Run 1, port wiring:
Scale bar: 20 um.
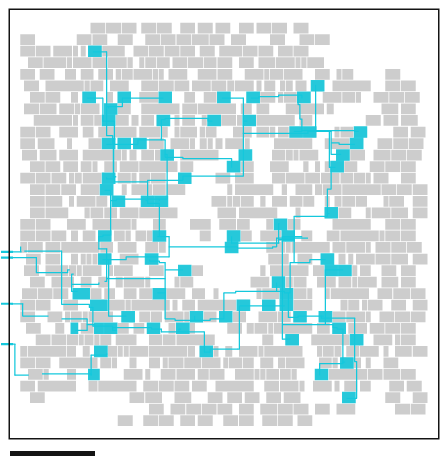
Run 1, power grid:
Pins as bars on the die edge. Tap cells in grey.
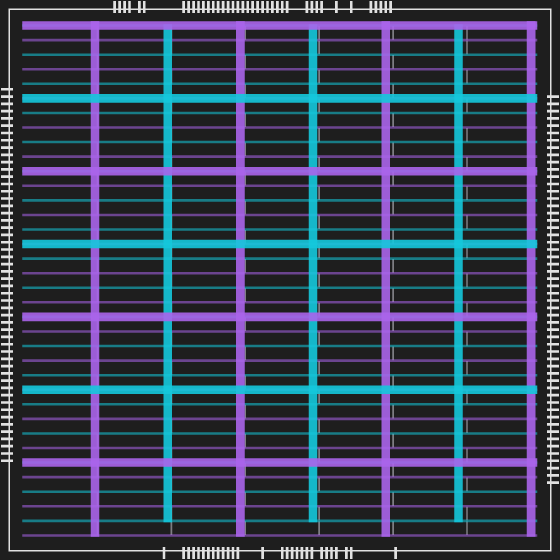
Run 1, signal wires on met1:
Scale bar: 20 um. Supply wires on this layer in grey.
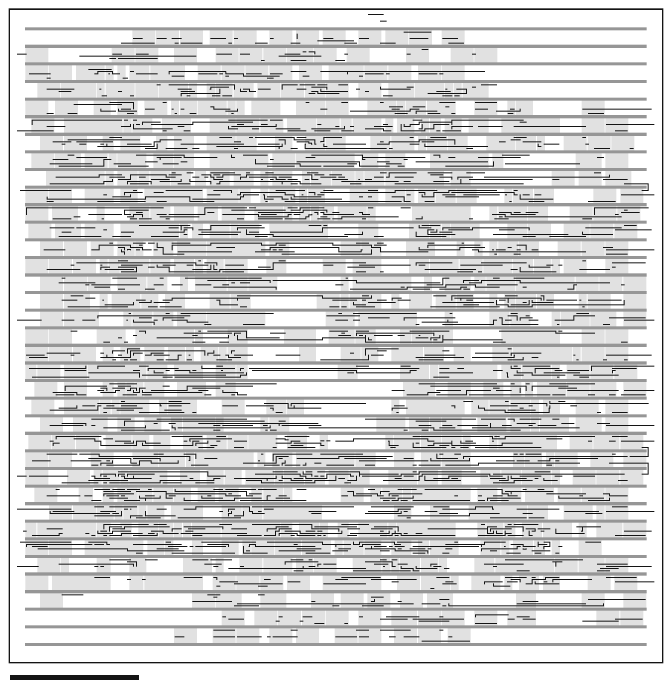
File: src/rtl/logic_unit_pkg.sv
// Shared definitions for the logic-unit arbiter: opcode encoding, output FSM
// states and the default datapath width.
package logic_unit_pkg;

  localparam int LU_WIDTH = 32;

  typedef enum logic [1:0] {
    LU_AND = 2'b00,
    LU_OR  = 2'b01,
    LU_XOR = 2'b10,
    LU_NOR = 2'b11
  } lu_op_e;

  // Output register occupancy; FULL is exactly rsp_valid.
  typedef enum logic {
    ST_EMPTY = 1'b0,
    ST_FULL  = 1'b1
  } out_state_e;

endpackage

File: src/rtl/logic_unit.sv
// Combinational bitwise logic unit: one operand pair in, one result out.
module logic_unit
  import logic_unit_pkg::*;
#(
  parameter int WIDTH = LU_WIDTH
) (
  input  logic [1:0]       op,
  input  logic [WIDTH-1:0] a,
  input  logic [WIDTH-1:0] b,
  output logic [WIDTH-1:0] result
);

  always_comb begin
    result = '0;
    case (lu_op_e'(op))
      LU_AND:  result = a & b;
      LU_OR:   result = a | b;
      LU_XOR:  result = a ^ b;
      LU_NOR:  result = ~(a | b);
      default: result = '0;
    endcase
  end

endmodule

File: src/rtl/logic_unit_arbiter.sv
// Round-robin arbiter sharing one logic unit among NUM_REQ requesters with a
// single registered result. Define LOGIC_ARB_FIXED_PRI_EN for fixed priority.
//
// Handshake: a request transfers on a cycle where req_valid[i] && req_ready[i];
// a result transfers where rsp_valid && rsp_ready. Requesters hold their
// payload stable until ready; rsp_* is held stable while rsp_ready is low.
module logic_unit_arbiter
  import logic_unit_pkg::*;
#(
  parameter int NUM_REQ = 2,
  parameter int WIDTH   = LU_WIDTH,
  localparam int IDW    = (NUM_REQ > 1) ? $clog2(NUM_REQ) : 1
) (
  input  logic                     clk,
  input  logic                     rst_n,
  input  logic [NUM_REQ-1:0]       req_valid,
  output logic [NUM_REQ-1:0]       req_ready,
  input  logic [2*NUM_REQ-1:0]     req_op,
  input  logic [WIDTH*NUM_REQ-1:0] req_a,
  input  logic [WIDTH*NUM_REQ-1:0] req_b,
  output logic                     rsp_valid,
  input  logic                     rsp_ready,
  output logic [IDW-1:0]           rsp_id,
  output logic [WIDTH-1:0]         rsp_result
);

  out_state_e         state_q, state_d;
  logic               run_q;
  logic               can_accept;
  logic               grant_found;
  int                 grant_idx;
  logic [NUM_REQ-1:0] grant_oh;
  logic               xfer;
  logic [1:0]         sel_op;
  logic [WIDTH-1:0]   sel_a, sel_b;
  logic [WIDTH-1:0]   lu_result;

  // run_q keeps every req_ready low until the first edge after reset release.
  always_ff @(posedge clk or negedge rst_n) begin
    if (!rst_n) run_q <= 1'b0;
    else        run_q <= 1'b1;
  end

`ifdef LOGIC_ARB_FIXED_PRI_EN
  // Lowest asserted index wins; scanning downward leaves the lowest one last.
  always_comb begin
    grant_found = 1'b0;
    grant_idx   = 0;
    for (int i = NUM_REQ - 1; i >= 0; i--) begin
      if (req_valid[i]) begin
        grant_found = 1'b1;
        grant_idx   = i;
      end
    end
  end
`else
  logic [IDW-1:0] ptr_q;

  // Search starts at ptr and wraps; the first valid requester wins.
  always_comb begin
    int idx;
    grant_found = 1'b0;
    grant_idx   = 0;
    idx         = 0;
    for (int k = 0; k < NUM_REQ; k++) begin
      idx = int'(ptr_q) + k;
      if (idx >= NUM_REQ) idx = idx - NUM_REQ;
      if (!grant_found && req_valid[idx]) begin
        grant_found = 1'b1;
        grant_idx   = idx;
      end
    end
  end

  // Priority rotates only on a transfer, never on idle cycles.
  always_ff @(posedge clk or negedge rst_n) begin
    if (!rst_n) begin
      ptr_q <= '0;
    end else if (xfer) begin
      if (grant_idx == NUM_REQ - 1) ptr_q <= '0;
      else                          ptr_q <= IDW'(grant_idx + 1);
    end
  end
`endif

  always_comb begin
    grant_oh = '0;
    grant_oh[grant_idx] = grant_found;
  end

  assign can_accept = (state_q == ST_EMPTY) || rsp_ready;
  assign req_ready  = (run_q && can_accept) ? grant_oh : '0;
  assign xfer       = |(req_valid & req_ready);

  assign sel_op = req_op[2*grant_idx +: 2];
  assign sel_a  = req_a[WIDTH*grant_idx +: WIDTH];
  assign sel_b  = req_b[WIDTH*grant_idx +: WIDTH];

  logic_unit #(
    .WIDTH (WIDTH)
  ) u_logic_unit (
    .op     (sel_op),
    .a      (sel_a),
    .b      (sel_b),
    .result (lu_result)
  );

  always_comb begin
    state_d = state_q;
    case (state_q)
      ST_EMPTY: if (xfer) state_d = ST_FULL;
      ST_FULL: begin
        if (xfer)           state_d = ST_FULL;
        else if (rsp_ready) state_d = ST_EMPTY;
      end
      default: state_d = ST_EMPTY;
    endcase
  end

  always_ff @(posedge clk or negedge rst_n) begin
    if (!rst_n) state_q <= ST_EMPTY;
    else        state_q <= state_d;
  end

  // Result and id keep their last value after draining.
  always_ff @(posedge clk or negedge rst_n) begin
    if (!rst_n) begin
      rsp_result <= '0;
      rsp_id     <= '0;
    end else if (xfer) begin
      rsp_result <= lu_result;
      rsp_id     <= IDW'(grant_idx);
    end
  end

  assign rsp_valid = (state_q == ST_FULL);

endmodule

File: config.mk
export PLATFORM = sky130hd
export DESIGN_NAME = logic_unit_arbiter
export DESIGN_NICKNAME = d
export VERILOG_FILES = /design/src/rtl/logic_unit_pkg.sv /design/src/rtl/logic_unit.sv /design/src/rtl/logic_unit_arbiter.sv
export SDC_FILE = /design/constraint.sdc
export NUM_CORES = 1
export LEC_CHECK = 0
export CORE_MARGIN = 2
export CORE_UTILIZATION = 50
export CTS_CLUSTER_DIAMETER = 120
export CTS_CLUSTER_SIZE = 24
export DETAILED_ROUTE_END_ITERATION = 12
export PLACE_DENSITY = 0.89
export SYNTH_ARGS = -nofsm -noshare
export SYNTH_HDL_FRONTEND = slang
export SYNTH_SLANG_ARGS = --single-unit
File: constraint.sdc
create_clock -name clk -period 3.76 [get_ports clk]
set_input_delay 0.752 -clock clk [delete_from_list [all_inputs] [get_ports clk]]
set_output_delay 0.752 -clock clk [all_outputs]
set_load 0.005 [all_outputs]
==> impl_metrics.tcl, run 1 <==
# yosys + openroad results
set metrics [dict create \
    postCtsSetupRepairBufs 0 \
    post_cts_resized 0 \
    crit_required_ps 3010 \
    synth_flops 36 \
    min_to "rsp_result[23]" \
    clk_path_buf_depth 2 \
    seq_area_frac_synth_pct 19.2 \
    powerDensity_nw_per_um2 296 \
    synth_stat.cells 522 \
    clk_pin_slew_ps 80 \
    place_congestion 0.807 \
    ys_area_um2 4690 \
    placed_area_um2 6400 \
    rsz0062_at_grt "false" \
    syn_area_um2 4690 \
    slowest_delay_ps 510 \
    drc 0 \
    cpMaxStageDelayCell "clkdlybuf4s50_1" \
    ir_drop_v 0.000289 \
    status "finished, final reports clean" \
    cts_tree "done" \
    dp_cells 773 \
    setup_tns_ps 0 \
    postLayoutCellArea_um2 6500 \
    yosysWarningCount 0 \
    area_leaders "dfrtp_1, ha_1, xnor2_1, mux2i_1, mux2_2" \
    globalRouteTotalUtil_pct 27.8 \
    r2r_end "rsp_result[26]" \
    overflow 0 \
    path_max_fanout 5 \
    rows 35 \
    stdcell_count 780 \
    core_area_um2 9150 \
]
-- 'port wiring' (at the start) --
Cyan is `req_op`, bits 4, direction input, end cells 71, buffers 6, wire 881 um.
IO Pins: 173
I/O Buffers: 172

-- 'power grid' (at the start) --
Purple is VSS. Cyan is VDD.
7 straps on met5. 111 tap cells. 173 signal pins sit on the boundary.

-- 'signal wires on met1' (at the start) --
The layer carries 5,430 um of wire. The longest straight run is 27.1 um.
final WL: 14,300 um
GR Layer Usage met1: 32.5%
Vias: 4,601

## run 1: how the worst max path moves through the flow
stage	slack, ps	end	cells after the start	from
after floorplan	1390	rsp_result[27]	10	req_valid[1]
after global placement	580	rsp_result[16]	10	req_valid[0]
after detailed placement	450	rsp_result[11]	10	req_valid[0]
after CTS	720	req_ready[0]	5	rsp_ready
after global routing	600	rsp_result[29]	10	req_valid[0]
final	720	req_ready[0]	5	rsp_ready
## run 1: report_power, final
part	internal (mW)	switching (mW)
Clock	0.164	0.155
Sequential	0.477	0.0606
Combinational	0.581	0.485
## run 1: worst max-delay path: cells and delay by family
family                 cells  cell delay (ps)
buffers and inverters      2              960
AND/OR/NAND/NOR            3              570
## run 1: logic make-up after synthesis
logic type                 after synthesis
adders and majority gates               64
xor gates and xnor gates                64
buffers and inverters                  110
DFF                                     36
muxes                                   64
and+or+nand+nor                         78
AOI/OAI and AO/OA                      105
other                                    1
## run 1: routing by layer
layer | share of wire, % | track usage (%) | vias up | wire length (um)
li1 | - | - | 2124 | -
met1 | 38 | 32.5 | 2180 | 5430
met2 | 50 | 50.0 | 268 | 7160
met3 | 9.8 | 5.62 | 29 | 1390
met4 | 1.9 | 9.91 | 0 | 275
met5 | 0 | 0 | - | 0
## run 1: area by class of cell
cell class              instances  area, um^2
clock buffers                   7        96.3
flip-flops and latches         36         901
fillers                       675        2650
well taps                     111         139
repair buffers                184        1800
inverters                      66         248
multi-input cells             376        3320
## run 1: sequential cells by signal, indices dropped and copies added (netlist names)
register and flops:
ptr_q 1, run_q 1, rsp_result 32, rsp_id 1
rsp_valid 1
## run 1: cells in the final DEF, fill, tap and decap left out, drive strengths merged, types with 33 or more instances in the layout
cell and n:
dfrtp 36, inv 66, nand2 36, o21ai 34
ha 64, clkdlybuf4s50 169, xnor2 64, nand3b 33
--- run 2 (diff from run 1) ---
- CORE_UTILIZATION: 50 -> 42
- PLACE_DENSITY: 0.89 -> 0.79
- clock period: 3.76 -> 2.75 ns (I/O delays scaled with it)
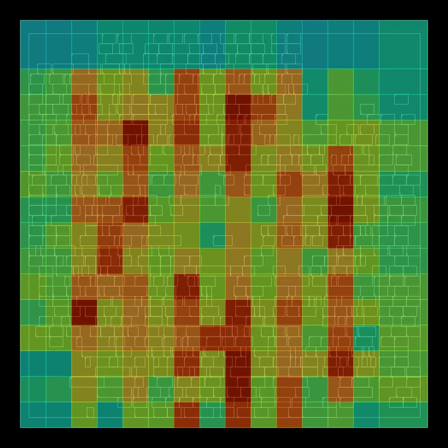
Run 2: congestion heat map
GR Layer Usage met1: 26.9%
busiest grt layer: met2

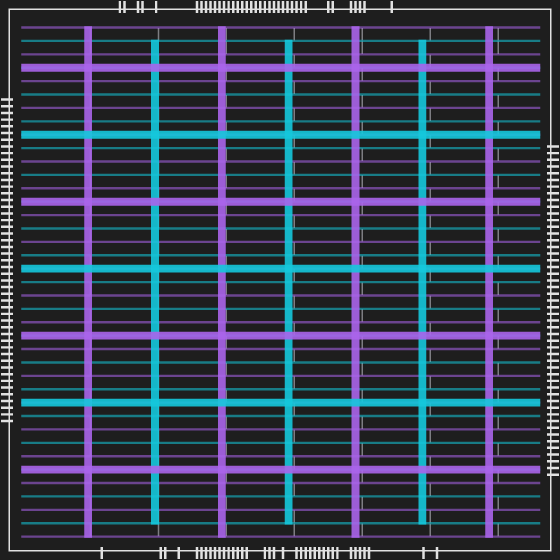
Run 2: power grid
Pins as bars on the die edge. Tap cells in grey.
Cyan is VDD. Purple is VSS.
140 tap cells. The core has 38 rows.

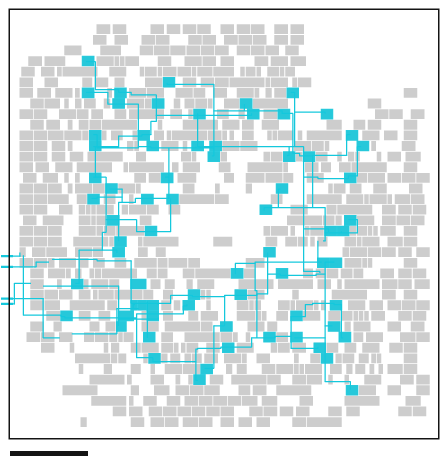
Run 2: port wiring
Scale bar: 20 um.
Cyan is `req_op`, bits 4, direction input, end cells 71, buffers 6, wire 1,050 um.

==> run 2 against run 1 <==
  * Sequential power grew 36%
  * Core utilization decreased by 10 points
  * Power increased by 36%
  * Critical path type unchanged
  * Largest cell class unchanged
==> impl_metrics.tcl, run 2 <==
# yosys + openroad results
set metrics [dict create \
    status "finished, final reports clean" \
    largestClassByArea "multi-input combinational cells" \
    powerDensity_nw_per_um2 395 \
    ys_area_um2 4690 \
    rows 38 \
    vias 4531 \
    buffer_area_share_pct 28.5 \
    regArea_um2 901 \
    seq_share_pct 13.6 \
    clockBufferCount 6 \
    multi_input_comb_cells 376 \
    num-nonclk-buffers 193 \
    crit_required_ps 2200 \
    post_cts_resized 0 \
    combPwrFrac_pct 56.3 \
    ir_drop_v 0.000250 \
    clk_share_pct 1.40 \
    syn_area_um2 4690 \
    fillCellCount 932 \
    clk_pin_slew_ps 70 \
    clk_path_buf_depth 2 \
    yosysWarningCount 0 \
    postCtsSetupRepairBufs 0 \
    core_area_um2 10900 \
    postLayoutCellArea_um2 6630 \
    place_congestion 0.793 \
    synth_flops 36 \
    path_max_fanout 5 \
    comb_share_pct 50.1 \
    setup.worst_path.start "rsp_ready" \
    area_leaders "dfrtp_1, ha_1, xnor2_1, mux2i_1, mux2_2" \
    seq_area_frac_synth_pct 19.2 \
    r2r_end "rsp_result[30]" \
    cpMaxStageDelayCell "clkdlybuf4s50_1" \
]
## run 2: cell families (layout without fill, tap and decap cells)
kind of cell | count (synthesis) | in the layout
buffers and inverters | 110 | 267
AND-OR/OR-AND | 105 | 105
AND/OR/NAND/NOR | 78 | 78
adder cells (fa/ha/maj) | 64 | 64
XOR/XNOR | 64 | 64
multiplexers | 64 | 64
flip-flops | 36 | 36
other | 1 | 1
## run 2: stage by stage
stage          setup WS, ps  util (%)
3_3_place_gp            108      60.0
5_1_grt                55.6      60.8
6_report                146      60.8
2_1_floorplan           581         -
4_1_cts                 134      60.8
3_5_place_dp         -0.226      60.0
## run 2: power by group through the flow
stage	clock, mW	sequential [mW]	combinational, mW
6_report	0.413	0.731	1.47
3_3_place_gp	0	0.737	1.40
5_1_grt	0.444	0.746	1.61
4_1_cts	0.424	0.730	1.48
3_5_place_dp	0	0.737	1.48
2_1_floorplan	0	0.736	0.801
## run 2: worst max path at each step
stage	slack, ps	end	cells after the start
6_report	150	req_ready[0]	5
5_1_grt	60	req_ready[0]	5
4_1_cts	130	req_ready[0]	5
3_5_place_dp	-0.2	rsp_result[26]	10
3_3_place_gp	110	rsp_result[15]	10
2_1_floorplan	580	rsp_result[27]	10
## run 2: metal layers
metal / vias to the layer above / track usage [%] / part of all wire, %
met3: 12 / 3.85 / 7.8
met4: 0 / 5.33 / 0.99
met5: - / 0 / 0
li1: 2145 / - / -
met1: 2179 / 26.9 / 40
met2: 195 / 42.7 / 51
## run 2: worst max-delay path, delay by kind of cell
family / cells / cell delay (ps)
AND/OR/NAND/NOR: 3 / 550
buffers and inverters: 2 / 940
--- run 3 (diff from run 2) ---
- clock period: 2.75 -> 2.3 ns (I/O delays scaled with it)
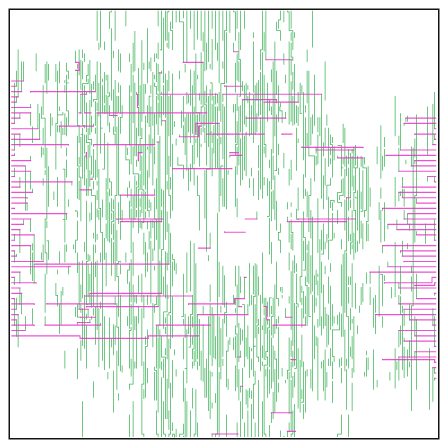
Run 3: signal wires by layer
Only two layers are drawn.
Magenta is met3, wire length 1,140 um. Green is met2, wire length 7,700 um.
final WL: 15,100 um
GR Util All Layers: 24.5%
drt wl/cell: 18.0 um
Vias: 4,684

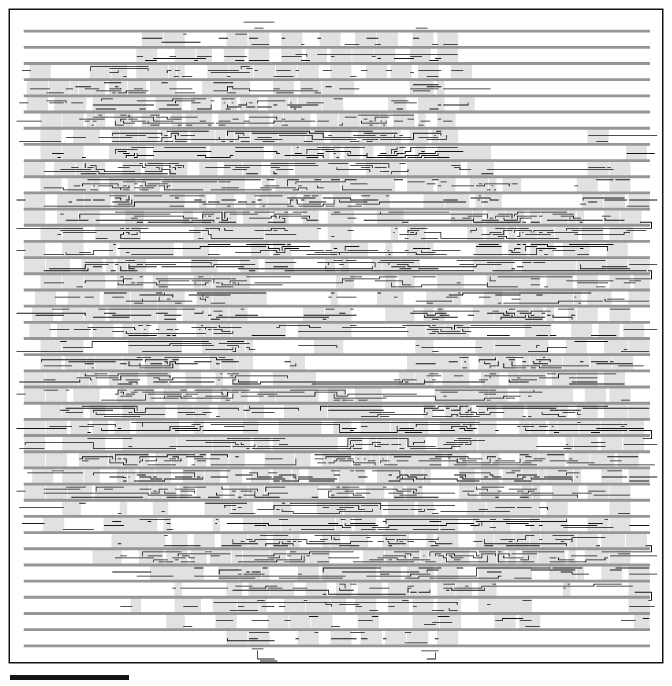
Run 3: signal wires on met1
Scale bar: 20 um. Supply wires on this layer in grey.
GR Layer Usage met1: 29.0%

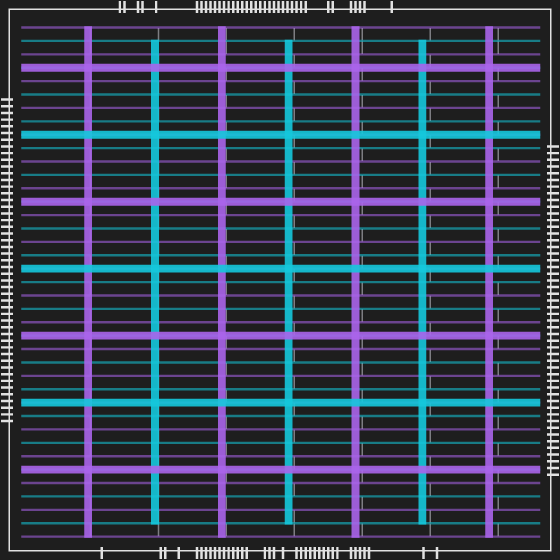
Run 3: power grid
Pins as bars on the die edge. Tap cells in grey.
VDD IR-drop max: 0.000352 V
CORE AREA: 10,900 um^2
Die X: 110 um

==> run 3 against run 2 <==
  * Routed wire length grew 8.6%
  * Clock power grew about 40%
  * Global-route usage grew 1.7 points
  * Worst setup slack lost 29 ps
  * First-iteration DRC count grew 19%
  * Sequential cell count is the same
  * Sequential power grew about 20%
  * Combinational power grew 28%
  * Power grew 28%
  * Critical path type is now reg -> reg
  * Largest power group unchanged
==> impl_metrics.tcl, run 3 <==
# yosys + openroad results
set metrics [dict create \
    path_max_fanout 16 \
    met2_length_um 7700 \
    seq_area_frac_synth_pct 19.2 \
    clk_path_buf_depth 2 \
    overflow 0 \
    fillCellCount 915 \
    place_congestion 0.809 \
    ys_area_um2 4690 \
    dp_slack_ps -353 \
    met3_length_um 1140 \
    area_leaders "dfrtp_1, ha_1, xnor2_1, mux2i_1, mux2_2" \
    clk_pin_slew_ps 80 \
    rows 38 \
    met1_length_um 5990 \
    postLayoutCellArea_um2 6900 \
    placed_area_um2 6700 \
    synth_flops 36 \
    status "finished, final reports clean" \
    yosysWarningCount 0 \
    top_layer "met4" \
    combPwrFrac_pct 56.3 \
    min_path_type "in -> async" \
    pwr-share-clk_pct 17.3 \
    crit_required_ps 2500 \
    powerDensity_nw_per_um2 484 \
    pwr-share-seq_pct 26.3 \
    regArea_um2 901 \
    max_clock_freq_ghz 0.458 \
]
==> run 3: layout make-up <==
class,instances,area share [%]
clock buffers,6,1.05
clock inverters,2,0.508
inverters,66,3.59
multi-input cells,376,48.6
flip-flops and latches,36,13.1
well taps,140,2.54
repair buffers,212,30.7
==> run 3: final timing paths <==
kind | startpoint | end | slack, ps | cells past startpoint
setup reg to reg | ptr_q | rsp_result[5] | 120 | 9
min in group clk | rsp_result[16] | rsp_result[16] | 520 | 2
max in group asynchronous | rst_n | rsp_result[3] | 1530 | 2
hold / removal | rst_n | rsp_result[6] | 110 | 1
hold reg to reg | rsp_result[16] | rsp_result[16] | 520 | 2
setup / recovery | ptr_q | rsp_result[5] | 120 | 9
==> run 3: per-stage QoR <==
step	std cells	utilization, %
after floorplan	522	-
after global placement	827	61.6
after detailed placement	827	61.6
after CTS	836	63.0
after global routing	838	63.4
final	838	63.4
==> run 3: power groups by stage <==
stage / clock [mW] / sequential (mW) / combinational (mW)
floorplan: 0 / 0.880 / 0.958
global placement: 0 / 0.884 / 1.74
CTS: 0.586 / 0.878 / 1.86
finish: 0.579 / 0.878 / 1.88
detailed placement: 0 / 0.884 / 1.83
global route: 0.610 / 0.895 / 2.05
==> run 3: critical path: stages, from the launching register on <==
cell	delay, ps
dfrtp_1	430
nand2b_4	190
nand2_8	140
buf_12	180
mux2_2	370
inv_1	80
ha_1	200
xnor2_1	140
o221ai_1	150
a32oi_1	210
==> run 3: what timing repair did <==
action                     in CTS  in global routing
hold endpoints to repair        0                  0
gates resized                   6                  5
setup buffers                   0                  1
setup endpoints to repair       7                  5
cloned                          1                  1
==> run 3: layer usage <==
metal	vias to the layer above	global-route usage [%]
met1	2247	29.0
met3	27	3.79
met5	-	0
li1	2192	-
met4	0	6.33
met2	218	45.8
Power figures rest on the tool's default switching activity, not on a simulated workload.
